File: src/rtl/evac_elevator_ctrl.sv
// evac_elevator_ctrl
//   Sequencing controller for the evacuation elevator. Floor calls are
//   latched into a pending mask. The car climbs straight to the highest
//   pending floor. It then descends to floor 0, stopping at every pending
//   floor on the way down. The door always opens at floor 0 to unload.
//   Travel and door dwell are timed with a single tick counter.
//   The block also drives the evacuation timer/display: the timer runs
//   during an evacuation, the animation follows the travel direction, and
//   the timer freezes once the building is clear.
//
// Ports
//   clk            system clock
//   reset          synchronous, active-high reset
//   req_i          floor call buttons, level-sampled; bit i = floor i
//   floor_o        current floor index
//   pending_o      latched outstanding calls
//   door_open_o    high while the door is open
//   timer_stop_o   high when idle with nothing pending
//   timer_turn_o   high while the car is moving
//   timer_dir_o    travel direction, 1 = up, 0 = down
//   timer_clear_o  one-cycle pulse when an evacuation starts
module evac_elevator_ctrl #(
    parameter int NUM_FLOORS      = 4,
    parameter int TICKS_PER_FLOOR = 100000000,
    parameter int DOOR_TICKS      = 200000000,
    localparam int FW = (NUM_FLOORS > 2) ? $clog2(NUM_FLOORS) : 1
) (
    input  logic                  clk,
    input  logic                  reset,
    input  logic [NUM_FLOORS-1:0] req_i,
    output logic [FW-1:0]         floor_o,
    output logic [NUM_FLOORS-1:0] pending_o,
    output logic                  door_open_o,
    output logic                  timer_stop_o,
    output logic                  timer_turn_o,
    output logic                  timer_dir_o,
    output logic                  timer_clear_o
);

    localparam int MAXT = (TICKS_PER_FLOOR > DOOR_TICKS) ? TICKS_PER_FLOOR : DOOR_TICKS;
    localparam int CW   = (MAXT > 2) ? $clog2(MAXT) : 1;
    localparam logic [CW-1:0] MOVE_LAST = CW'(TICKS_PER_FLOOR - 1);
    localparam logic [CW-1:0] DOOR_LAST = CW'(DOOR_TICKS - 1);
    localparam logic [FW-1:0] TOP_FLOOR = FW'(NUM_FLOORS - 1);

    typedef enum logic [1:0] {
        IDLE      = 2'd0,
        MOVE_UP   = 2'd1,
        MOVE_DOWN = 2'd2,
        DOOR      = 2'd3
    } state_e;

    state_e                state_q, state_d;
    logic [FW-1:0]         floor_q, floor_d;
    logic [NUM_FLOORS-1:0] pending_q, pending_d;
    logic [CW-1:0]         cnt_q, cnt_d;

    logic [FW-1:0]         top;
    logic [NUM_FLOORS-1:0] above_mask;
    logic                  has_above;
    logic                  terminal;
    logic [FW-1:0]         floor_up, floor_dn;

    // Highest pending floor, and whether any call lies above the car.
    always_comb begin
        top        = '0;
        above_mask = '0;
        for (int i = 0; i < NUM_FLOORS; i++) begin
            if (pending_q[i]) top = FW'(i);
            if (i > int'(floor_q)) above_mask[i] = 1'b1;
        end
    end

    assign has_above = |(pending_q & above_mask);
    assign floor_up  = floor_q + 1'b1;
    assign floor_dn  = floor_q - 1'b1;

    always_comb begin
        terminal = 1'b0;
        case (state_q)
            MOVE_UP, MOVE_DOWN: terminal = (cnt_q == MOVE_LAST);
            DOOR:               terminal = (cnt_q == DOOR_LAST);
            default:            terminal = 1'b0;
        endcase
    end

    always_ff @(posedge clk) begin
        if (reset) begin
            state_q   <= IDLE;
            floor_q   <= '0;
            pending_q <= '0;
            cnt_q     <= '0;
        end else begin
            state_q   <= state_d;
            floor_q   <= floor_d;
            pending_q <= pending_d;
            cnt_q     <= cnt_d;
        end
    end

    always_comb begin
        state_d = state_q;
        floor_d = floor_q;
        case (state_q)
            IDLE: begin
                if (has_above)            state_d = MOVE_UP;
                else if (floor_q != '0)   state_d = MOVE_DOWN;
                else if (pending_q[0])    state_d = DOOR;
            end
            MOVE_UP: begin
                if (terminal) begin
                    floor_d = floor_up;
                    // Top-floor guard keeps the car in range even if top is stale.
                    if (floor_up == top || floor_up == TOP_FLOOR) state_d = DOOR;
                end
            end
            MOVE_DOWN: begin
                if (terminal) begin
                    floor_d = floor_dn;
                    if (pending_q[floor_dn] || floor_dn == '0) state_d = DOOR;
                end
            end
            DOOR: begin
                if (terminal) begin
                    if (has_above)          state_d = MOVE_UP;
                    else if (floor_q != '0) state_d = MOVE_DOWN;
                    else                    state_d = IDLE;
                end
            end
            default: state_d = IDLE;
        endcase
    end

    // Counter restarts on every state change and wraps after each floor/dwell.
    always_comb begin
        cnt_d = cnt_q + 1'b1;
        if (state_d != state_q || state_q == IDLE || terminal) cnt_d = '0;
    end

    // The served floor is also cleared on the edge that enters DOOR, so it
    // never reads as pending while door_open is high. Clears beat new calls.
    always_comb begin
        pending_d = pending_q | req_i;
        if (state_q == DOOR) pending_d[floor_q] = 1'b0;
        if (state_d == DOOR) pending_d[floor_d] = 1'b0;
    end

    assign floor_o       = floor_q;
    assign pending_o     = pending_q;
    assign door_open_o   = (state_q == DOOR);
    assign timer_turn_o  = (state_q == MOVE_UP) || (state_q == MOVE_DOWN);
    assign timer_dir_o   = (state_q == MOVE_UP);
    assign timer_stop_o  = (state_q == IDLE) && (pending_q == '0);
    assign timer_clear_o = (state_q == IDLE) && (state_d != IDLE) && (pending_q != '0);

endmodule
File: config.mk
export PLATFORM = sky130hd
export DESIGN_NAME = evac_elevator_ctrl
export DESIGN_NICKNAME = d
export VERILOG_FILES = /design/src/rtl/evac_elevator_ctrl.sv
export SDC_FILE = /design/constraint.sdc
export NUM_CORES = 1
export LEC_CHECK = 0
export CAP_MARGIN = 30
export CORE_MARGIN = 1.5
export CORE_UTILIZATION = 55
export DETAILED_ROUTE_END_ITERATION = 8
export PLACE_DENSITY = 0.76
export SLEW_MARGIN = 30
export SYNTH_ARGS = -nofsm -noshare
export SYNTH_HDL_FRONTEND = slang
export SYNTH_SLANG_ARGS = --single-unit
File: constraint.sdc
create_clock -name clk -period 3.6 [get_ports clk]
set_input_delay 0.72 -clock clk [delete_from_list [all_inputs] [get_ports clk]]
set_output_delay 0.72 -clock clk [all_outputs]
set_load 0.01 [all_outputs]
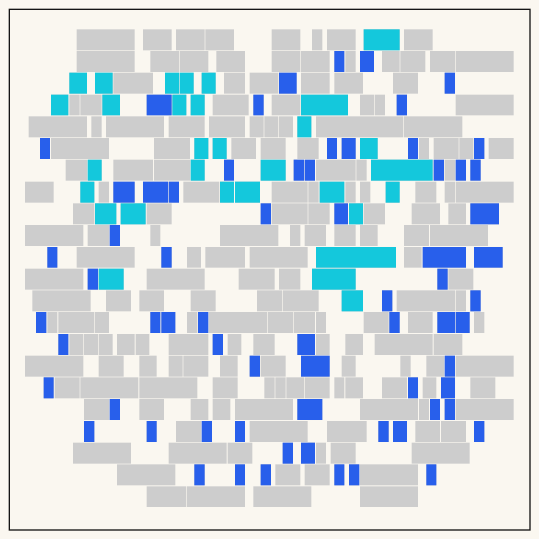
**Above:** run 1 (gate-type map).
(8 px per µm)
Key: cyan = aoi and oai cells [cells 31]; blue = nor cells [cells 68, where spread over the die]
final non-filler cell total: 323
multi-input gate share of total cell area: 52.9%
commonest non-fill, non-tap cell in the layout: nor2_1

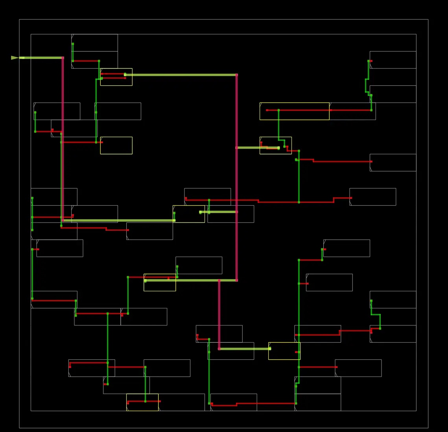
**Above:** run 1 (clock wiring as the flow saved it).
Clock buffer cells: 7
clk sink count: 36

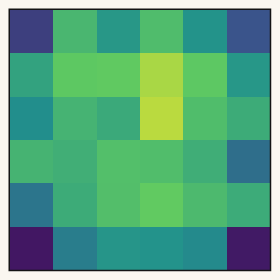
**Above:** run 1 (cell density map).
(4 px per µm) The die is cut into 6 by 6 equal tiles; dark purple is low, yellow is high, 0 to 100% covered.
11% of the tiles are over 75% full. The mean over all tiles is 57%. The emptiest ninth of the die: lower left. The fullest tile reaches 90%.
Util after Layout: 67.2%
Core Area: 3660 µm²
fp_density: 57.6%

==> run 1: cell type report <==
type,count,area [µm²]
Tap cell,48,60.1
Clock inverter,1,30.0
Timing Repair Buffer,23,211
Multi-Input combinational cell,197,1300
Inverter,11,41.3
Clock buffer,7,96.3
Fill cell,326,1200
Sequential cell,36,721
==> run 1: registers in the layout, indices dropped and copies added (netlist names) <==
signal     cells
floor_o        2
state_q        2
pending_o      4
cnt_q         28
==> run 1: metrics by stage <==
| step | util [%] | std cells | cell area, µm² | setup WS (ns) | total power, µW |
|---|---|---|---|---|---|
| after floorplan | - | 251 | 2110 | 0.383 | 759 |
| after global placement | 63.5 | 315 | 2320 | 0.225 | 910 |
| after detailed placement | 63.5 | 315 | 2320 | 0.198 | 919 |
| after CTS | 66.9 | 323 | 2450 | 0.142 | 1310 |
| after global routing | 67.2 | 323 | 2460 | 0.00187 | 1390 |
| final | 67.2 | 323 | 2460 | 0.149 | 1320 |
==> run 1: cell usage in the layout, fill, tap and decap left out, drive strengths merged, types with 2 or more instances in the layout <==
cell	count
a2111oi	3
a211o	2
a211oi	2
a21oi	6
a311oi	2
a31oi	5
and2	3
and2b	2
and3	4
buf	7
clkbuf	7
clkdlybuf4s50	15
dfxtp	36
ha	11
inv	11
mux2i	2
nand2	15
nand3	16
nand3b	2
nand4	5
nand4b	2
nor2	49
nor3	8
nor4	3
nor4b	4
nor4bb	3
o21ai	8
or4	2
xnor2	18
xor2	8
==> run 1: per-layer routing <==
| layer | track usage [%] | wire length, µm | vias up |
|---|---|---|---|
| met3 | 6.60 | 234 | 8 |
| met2 | 40.7 | 2220 | 40 |
| met1 | 28.6 | 2100 | 877 |
| met5 | 0 | 0 | - |
| met4 | 10.1 | 69 | 0 |
| li1 | - | - | 930 |
==> flow_summary.yaml, run 1 <==
# synthesis and place-and-route metrics
status:
  status: "completed"
pwr:
  pwr-share-seq_pct: 33.6
  pwr-share-comb_pct: 36.6
  combinationalPower_uw: 483
  power_leader: "combinational cells"
  p_per_area_nw_per_um2: 536
  p_switching_uw: 458
  p_int_uw: 862
  swShare_pct: 34.7
  powerClk_uw: 393
  p_seq_uw: 444
  clock_power_share_pct: 29.8
  cellLeakagePower_uw: 0.000793
  peakVddDrop_mv: 0.254
worst_setup_path:
  crit_family: "AND-OR/OR-AND gates"
  path_depth: 8
  r2r-end: "pending_o[0]"
  path_cells: "ha_1 > or3b_1 > a211o_1 > a2111oi_4 > nand2b_1 > nand3_1 > a211oi_2 > dlygate4sd2_1"
  crit_slowest_cell: "a211o_1"
  cp.required_ns: 2.88
  criticalPathCategory: "reg -> out"
  r2r-start: "state_q[1]"
  crit_end: "timer_clear_o"
  cpPeakStageDelay_ns: 0.37
  crit_path_start_kind: "flop"
  ff2ff_path_depth: 9
  arrival_ns: 2.73
  crit_start: "state_q[1]"
  rrSetupSlack_ns: 0.94
  path_buffers: 1
  endpoint_kind: "primary output"
  crit_path_max_fanout: 6
clocking:
  hold_buffers: 0
  cts_buffer_depth: 2
  h-tree-depth: 2
  postCtsSetupRepairBufs: 0
  cts_tree: "done"
  numCtsBuffers: 5
  cts.repair.resized: 1
  insertion_delay_ns: 0.30
  cts-root-buf: "clkbuf_8"
  path_clk_slew_ns: 0.07
global_routing:
  grt_max_degree: 29
  gr-total-overflow: 0
  grt_pass1_wl_um: 7800
  antenna_found_initial: 0
  grt_pass1_vias: 1757
  grtUsageTotal_pct: 24.1
routing:
  via_per_inst: 5.74
  antenna_left: 0
  drc: 0
  num_vias: 1855
  wl_um: 4630
  routedWlPerCell_um: 14.3
  drt_iter0_drc: 96
  drtPass1Iterations: 4
logic_synthesis:
  ys_sh_mux_pct: 0.950
  compound_area_share_pct: 13.3
  synthFlopType: "dfxtp_1"
  edf_count: 0
  syn_inst: 251
  syn-num-nets: 268
  xor_area_share_pct: 10.8
  ys_top_logic_family: "simple AND/OR/NAND/NOR gates"
  synth.cell_area_um2: 2110
  synth_flops: 36
  simple_gate_area_share_pct: 29.6
  synthDistinctLibCells: 45
  top_cells_by_area: "dfxtp_1 (34%), nor2_1 (8.7%), xnor2_1 (7.5%)"
  yosysCellCount: 251
  top_area_share_pct: 34.2
  ys_seq_share_pct: 34.2
  ys_chip_area_um2: 2110
  top_cells_by_count: "nor2_1 (49), dfxtp_1 (36), xnor2_1 (18)"
  top_area_cell: "dfxtp_1"
  ys_warn_count: 0
  avgSynthCellArea_um2: 8.40
  synth.most_common_cell: "nor2_1"
  adder_share_pct: 6.53
  synth_async_sr_flop_share_pct: 0
floorplan:
  die_w_um: 64.9
  die_area_um2: 4210
  ios: 17
  rows: 22
  fp.dieH_um: 64.9
flow_run:
  warnings: 34
  drv_cap: 0
placed_design:
  place_hpwl_um: 3310
  port_buffers: 16
  globalplace.congestion: 0.912
timing:
  maxSlewHeadroom_pct: 56.1
  hold_viol_final: 0
  maxSlewViolCount: 0
  rsz0062_at_grt: "no"
  setup_viol: 0
  fin_tns_setup_ns: 0
  worst_pin_slew_ns: 0.641
  finalCritPeriodShare_pct: 95.9
  finalCriticalPeriod_ns: 3.45
  finalClockSkew_ns: 0.00428
  fin_hold_ws_ns: 0.478
  fmax_ghz: 0.290
hold_path:
  hold_depth: 1
  min_from: "cnt_q[0]"
  holdCritPathClass: "reg -> reg"
  min_delay_worst_endpoint: "cnt_q[0]"
finish:
  antenna_cells: 0
  nNetsFinal: 291
  area_growth_pct: 16.7
  drive_above_1_share_pct: 9.45
==> run 1 -> run 2 <==
--- a/config.mk
+++ b/config.mk
@@ -6,10 +6,12 @@
 export NUM_CORES = 1
 export LEC_CHECK = 0
 export CAP_MARGIN = 30
+export CELL_PAD_IN_SITES_DETAIL_PLACEMENT = 1
+export CELL_PAD_IN_SITES_GLOBAL_PLACEMENT = 1
 export CORE_MARGIN = 1.5
-export CORE_UTILIZATION = 55
+export CORE_UTILIZATION = 44
 export DETAILED_ROUTE_END_ITERATION = 8
-export PLACE_DENSITY = 0.76
+export PLACE_DENSITY_LB_ADDON = 0.1
 export SLEW_MARGIN = 30
 export SYNTH_ARGS = -nofsm -noshare
 export SYNTH_HDL_FRONTEND = slang
==> flow_summary.yaml, run 2 <==
# synthesis and place-and-route metrics
floorplan:
  die_area_um2: 5220
  fp.dieH_um: 72.2
  die_w_um: 72.2
  coreArea_um2: 4660
  initial_core_util_pct: 45.2
  rows: 25
pwr:
  pwr-share-comb_pct: 38.7
  clock_power_share_pct: 25.2
  peakVddDrop_mv: 0.248
  pwr-share-seq_pct: 36.1
  cellLeakagePower_uw: 0.000782
  p_seq_uw: 442
  p_int_uw: 790
  swShare_pct: 35.3
  p_per_area_nw_per_um2: 501
  combinationalPower_uw: 473
  powerClk_uw: 308
  p_switching_uw: 432
  power_leader: "combinational cells"
clocking:
  numCtsBuffers: 5
  cts_tree: "done"
  h-tree-depth: 2
  cts-root-buf: "clkbuf_8"
  insertion_delay_ns: 0.29
  path_clk_slew_ns: 0.07
  cts_buffer_depth: 2
  clock_sinks: 36
  hold_buffers: 0
finish:
  drive_above_1_share_pct: 9.09
  top_register: "cnt_q"
  area_growth_pct: 15.8
  largest_register_ffs: 28
  nNetsFinal: 292
  nFillCells: 588
  fin_area_um2: 2440
  comb_area_um2: 1300
  layout_top_cell: "nor2_1"
  final_cell_mix: "nor2_1 (49), dfxtp_1 (36), xnor2_1 (18), nand3_1 (16)"
  regArea_um2: 721
  antenna_cells: 0
logic_synthesis:
  synthDistinctLibCells: 45
  avgSynthCellArea_um2: 8.40
  top_area_cell: "dfxtp_1"
  edf_count: 0
  yosysCellCount: 251
  synth_async_sr_flop_share_pct: 0
  synth.most_common_cell: "nor2_1"
  syn-num-nets: 268
  ys_chip_area_um2: 2110
  ys_warn_count: 0
  synth.cell_area_um2: 2110
  syn_inst: 251
  synth_flops: 36
  ys_seq_share_pct: 34.2
  top_cells_by_area: "dfxtp_1 (34%), nor2_1 (8.7%), xnor2_1 (7.5%)"
  top_area_share_pct: 34.2
  top_cells_by_count: "nor2_1 (49), dfxtp_1 (36), xnor2_1 (18)"
  synthFlopType: "dfxtp_1"
routing:
  drt_iter0_drc: 39
  top_layer_used: "met4"
  num_vias: 1856
  wl_met2_um: 2480
  routedWlPerCell_um: 15.5
  via_per_inst: 5.64
  antenna_left: 0
  drc: 0
  wl_um: 5110
  wl_met1_um: 2420
  wl_met3_um: 136
  drtPass1Iterations: 4
worst_setup_path:
  cp.required_ns: 2.88
  crit_path_max_fanout: 3
  crit_path_start_kind: "flop"
  path_cells: "ha_1 > or3b_1 > a211o_1 > a2111oi_4 > nand2b_1 > nand3_1 > a211oi_1 > dlygate4sd2_1"
  arrival_ns: 2.68
  criticalPathCategory: "reg -> out"
  cpPeakStageDelay_ns: 0.37
  endpoint_kind: "primary output"
  crit_slowest_cell: "or3b_1"
global_routing:
  grt_pass1_wl_um: 8650
  grt_pass1_vias: 1828
  grt_max_degree: 29
  gr-total-overflow: 0
  antenna_found_initial: 0
  use_met2_pct: 35.8
  grt_util_met1_pct: 27.4
  top_usage_layer: "met2"
  grtUsageTotal_pct: 21.4
  use_met3_pct: 5.00
timing:
  worst_pin_slew_ns: 0.638
  fin_tns_setup_ns: 0
  maxSlewHeadroom_pct: 56.3
  rsz0062_at_grt: "no"
  finalCritPeriodShare_pct: 94.6
  fmax_ghz: 0.294
  finalCriticalPeriod_ns: 3.40
  finalClockSkew_ns: 0.00359
  setup_viol: 0
  maxSlewViolCount: 0
  hold_viol_final: 0
status:
  status: "completed"
flow_run:
  warnings: 34
  drv_cap: 0
placed_design:
  globalplace.congestion: 0.783
  place_area_um2: 2330
  place_hpwl_um: 3790
hold_path:
  holdCritPathClass: "reg -> reg"
## run 2: cell count changes in the layout (fill, tap and decap cells not counted)
| cell | delta |
|---|---|
| a211oi_1 | +1 |
| buf_4 | +1 |
| bufinv_16 | -1 |
| a211oi_2 | -1 |
## run 2: worst paths after layout
check / start / end / slack, ns / depth (start not counted)
worst max-delay path: state_q[0] / timer_clear_o / 0.20 / 8
worst min register to register: cnt_q[0] / cnt_q[0] / 0.48 / 1
worst min-delay path: cnt_q[0] / cnt_q[0] / 0.48 / 1
worst max register to register: floor_o[1] / pending_o[1] / 0.90 / 9
## run 2: cell type report
type,count,area share (%)
clock buffer,7,3.95
inverter,11,1.69
multi-input combinational,197,53.1
sequential,36,29.5
tap,54,2.77
timing repair buffer,24,8.97
## run 2: what timing repair did
item / in CTS / in global routing
resized: 1 / 1
setup endpoints to repair: 1 / 1
pin swaps: 0 / 0
buffers inserted: 1 / 0
## run 2: critical path: cells and delay by family, from the launching register on
kind	cells	cell delay (ns)
AND/OR/NAND/NOR	3	0.65
flip-flops	1	0.31
buffers and inverters	1	0.29
AND-OR/OR-AND	3	0.94
adder cells (fa/ha/maj)	1	0.20
## run 2: stage by stage
step	cells	setup WS (ns)	utilization, %	total power, µW	hold WS, ns
after global placement	321	0.267	50.0	929	0.454
after CTS	329	0.176	52.2	1240	0.484
after global routing	329	0.0109	52.4	1310	0.528
final	329	0.195	52.4	1220	0.479
after floorplan	251	0.383	-	759	0.441
after detailed placement	321	0.188	50.0	934	0.466
## run 2: cell families after synthesis
family                     count (synthesis)  share of synthesized area (%)
muxes                                      2                          0.950
adders and majority gates                 11                           6.53
xor gates and xnor gates                  26                           10.8
DFF                                       36                           34.2
and+or+nand+nor                          123                           29.6
buffers and inverters                     18                           4.63
AOI/OAI and AO/OA                         35                           13.3
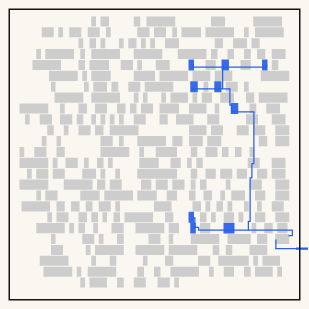
**Above:** run 2 (port wiring).
(4 px per µm)
Key: blue = `reset` [bits 1, direction input, edge right, end cells 9, buffers 1, wire 115 µm]
PortBufs: 16
I/O pins: 17

==> run 2 -> run 3 <==
==> constraint.sdc (replaced) <==
create_clock -name clk -period 3.2 [get_ports clk]
set_input_delay 0.64 -clock clk [delete_from_list [all_inputs] [get_ports clk]]
set_output_delay 0.64 -clock clk [all_outputs]
set_load 0.01 [all_outputs]
==> flow_summary.yaml, run 3 <==
# synthesis and place-and-route metrics
flow_run:
  warnings: 34
  drv_cap: 0
clocking:
  cts_tree: "done"
  hold_buffers: 0
  cts-root-buf: "clkbuf_8"
  insertion_delay_ns: 0.29
  h-tree-depth: 2
  numCtsBuffers: 5
  clock_sinks: 36
  cts_buffer_depth: 2
worst_setup_path:
  cp.required_ns: 2.56
  criticalPathCategory: "reg -> out"
  crit_slowest_cell: "or3b_1"
  crit_path_max_fanout: 2
  endpoint_kind: "primary output"
  crit_family: "AND-OR/OR-AND gates"
  r2r-start: "state_q[0]"
  ff2ff_path_depth: 9
  crit_path_start_kind: "flop"
  path_cells: "ha_1 > or3b_1 > a211o_1 > buf_4 > a211oi_1 > a31oi_1 > nand3_2 > a211oi_2 > buf_2"
  path_buffers: 2
  rrSetupSlack_ns: 0.46
  cpPeakStageDelay_ns: 0.38
  r2r-end: "pending_o[3]"
  arrival_ns: 2.38
finish:
  nNetsFinal: 304
  regArea_um2: 721
  nFillCells: 590
  layout_top_cell: "nor2_1"
  top_register: "cnt_q"
  largest_register_ffs: 28
  final_cell_mix: "nor2_1 (49), dfxtp_1 (36), buf_4 (20), xnor2_1 (18)"
  stdcell_count: 342
  drive_above_1_share_pct: 14.9
  comb_area_um2: 1330
  utilization_pct: 54.9
routing:
  antenna_left: 0
  routedWlPerCell_um: 15.5
  drc: 0
  drtPass1Iterations: 4
  via_per_inst: 5.53
  drt_iter0_drc: 85
  num_vias: 1890
  wl_um: 5320
global_routing:
  grt_max_degree: 29
  grt_pass1_vias: 1892
  grtUsageTotal_pct: 22.7
  grt_pass1_wl_um: 9270
  antenna_found_initial: 0
  gr-total-overflow: 0
placed_design:
  port_buffers: 16
  globalplace.congestion: 0.819
  place_area_um2: 2430
  dp_slack_ns: -0.0667
  dp.cells: 334
  place_hpwl_um: 3860
logic_synthesis:
  ys_top_logic_family: "simple AND/OR/NAND/NOR gates"
  synth_flops: 36
  compound_area_share_pct: 13.3
  synthFlopType: "dfxtp_1"
  synth.cell_area_um2: 2110
  ys_seq_share_pct: 34.2
  ys_warn_count: 0
  avgSynthCellArea_um2: 8.40
  synth_async_sr_flop_share_pct: 0
  xor_area_share_pct: 10.8
  top_area_share_pct: 34.2
  ys_sh_mux_pct: 0.950
  syn-num-nets: 268
  synthDistinctLibCells: 45
  simple_gate_area_share_pct: 29.6
  synth.most_common_cell: "nor2_1"
  top_cells_by_count: "nor2_1 (49), dfxtp_1 (36), xnor2_1 (18)"
  top_cells_by_area: "dfxtp_1 (34%), nor2_1 (8.7%), xnor2_1 (7.5%)"
  ys_chip_area_um2: 2110
  yosysCellCount: 251
  syn_inst: 251
  top_area_cell: "dfxtp_1"
pwr:
  swShare_pct: 36.5
  clock_power_share_pct: 23.6
  p_switching_uw: 525
  total_power_uw: 1440
  peakVddDrop_mv: 0.202
  p_per_area_nw_per_um2: 563
  cellLeakagePower_uw: 0.000844
  pwr-share-seq_pct: 34.4
  pwr-share-comb_pct: 41.9
timing:
  fmax_ghz: 0.331
  setup_slack_ns: 0.183
  maxSlewViolCount: 0
  rsz0062_at_grt: "no"
  finalClockSkew_ns: 0.00716
  fin_tns_setup_ns: 0
  hold_viol_final: 0
  finalCritPeriodShare_pct: 94.3
  maxSlewHeadroom_pct: 69.3
  finalCriticalPeriod_ns: 3.02
  setup_viol: 0
hold_path:
  hold_depth: 1
  min_from: "cnt_q[0]"
  holdCritPathClass: "reg -> reg"
  min_delay_worst_endpoint: "cnt_q[0]"
floorplan:
  die_area_um2: 5220
  coreArea_um2: 4660
  die_w_um: 72.2
  initial_core_util_pct: 45.2
  fp.dieH_um: 72.2
status:
  status: "completed"
## run 3: metal layers
metal / up-vias / routed length [µm] / track usage [%]
li1: 955 / - / -
met1: 909 / 2610 / 30.6
met2: 21 / 2520 / 37.4
met3: 5 / 122 / 4.17
met4: 0 / 61 / 5.66
met5: - / 0 / 0
## run 3: cells by family (layout without fill, tap and decap cells)
logic type                 after synthesis  after routing
buffers and inverters                   18             55
and+or+nand+nor                        123            123
DFF                                     36             36
adders and majority gates               11             11
muxes                                    2              2
AOI/OAI and AO/OA                       35             35
xor gates and xnor gates                26             26
## run 3: layout make-up
cell class,count,share of cell area (%)
multi-input cells,197,52.1
flip-flops and latches,36,28.2
repair buffers,36,11.9
clock buffers,8,3.52
well taps,54,2.64
inverters,11,1.61
## run 3: worst max path at each step
stage | startpoint | endpoint | slack [ns] | cells after the start
final | state_q[0] | timer_clear_o | 0.18 | 9
after detailed placement | state_q[0] | timer_clear_o | -0.07 | 8
after CTS | state_q[0] | timer_clear_o | 0.003 | 9
after global routing | state_q[0] | timer_clear_o | 0.08 | 9
after floorplan | state_q[0] | timer_clear_o | 0.06 | 8
after global placement | state_q[0] | timer_clear_o | -0.01 | 8
## run 3: repair_timing
item	CTS	global route
endpoints found under the setup margin	1	1
buffers inserted	0	0
pin swaps	2	3
resized	6	6
## run 3: power by group through the flow
stage	Sequential (µW)	Combinational (µW)	Clock (µW)
detailed placement	506	576	0
global route	500	667	371
floorplan	510	344	0
global placement	504	567	0
CTS	496	579	349
finish	496	604	340
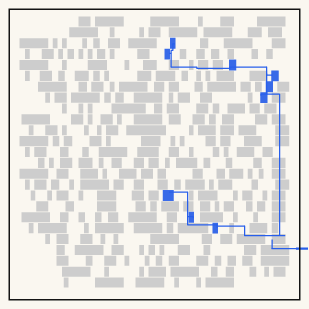
**Above:** run 3 (port wiring).
(4 px per µm)
Key: blue = `reset` [bits 1, direction input, edge right, end cells 9, buffers 1, wire 131 µm]

Power and IR drop assume default switching activity.
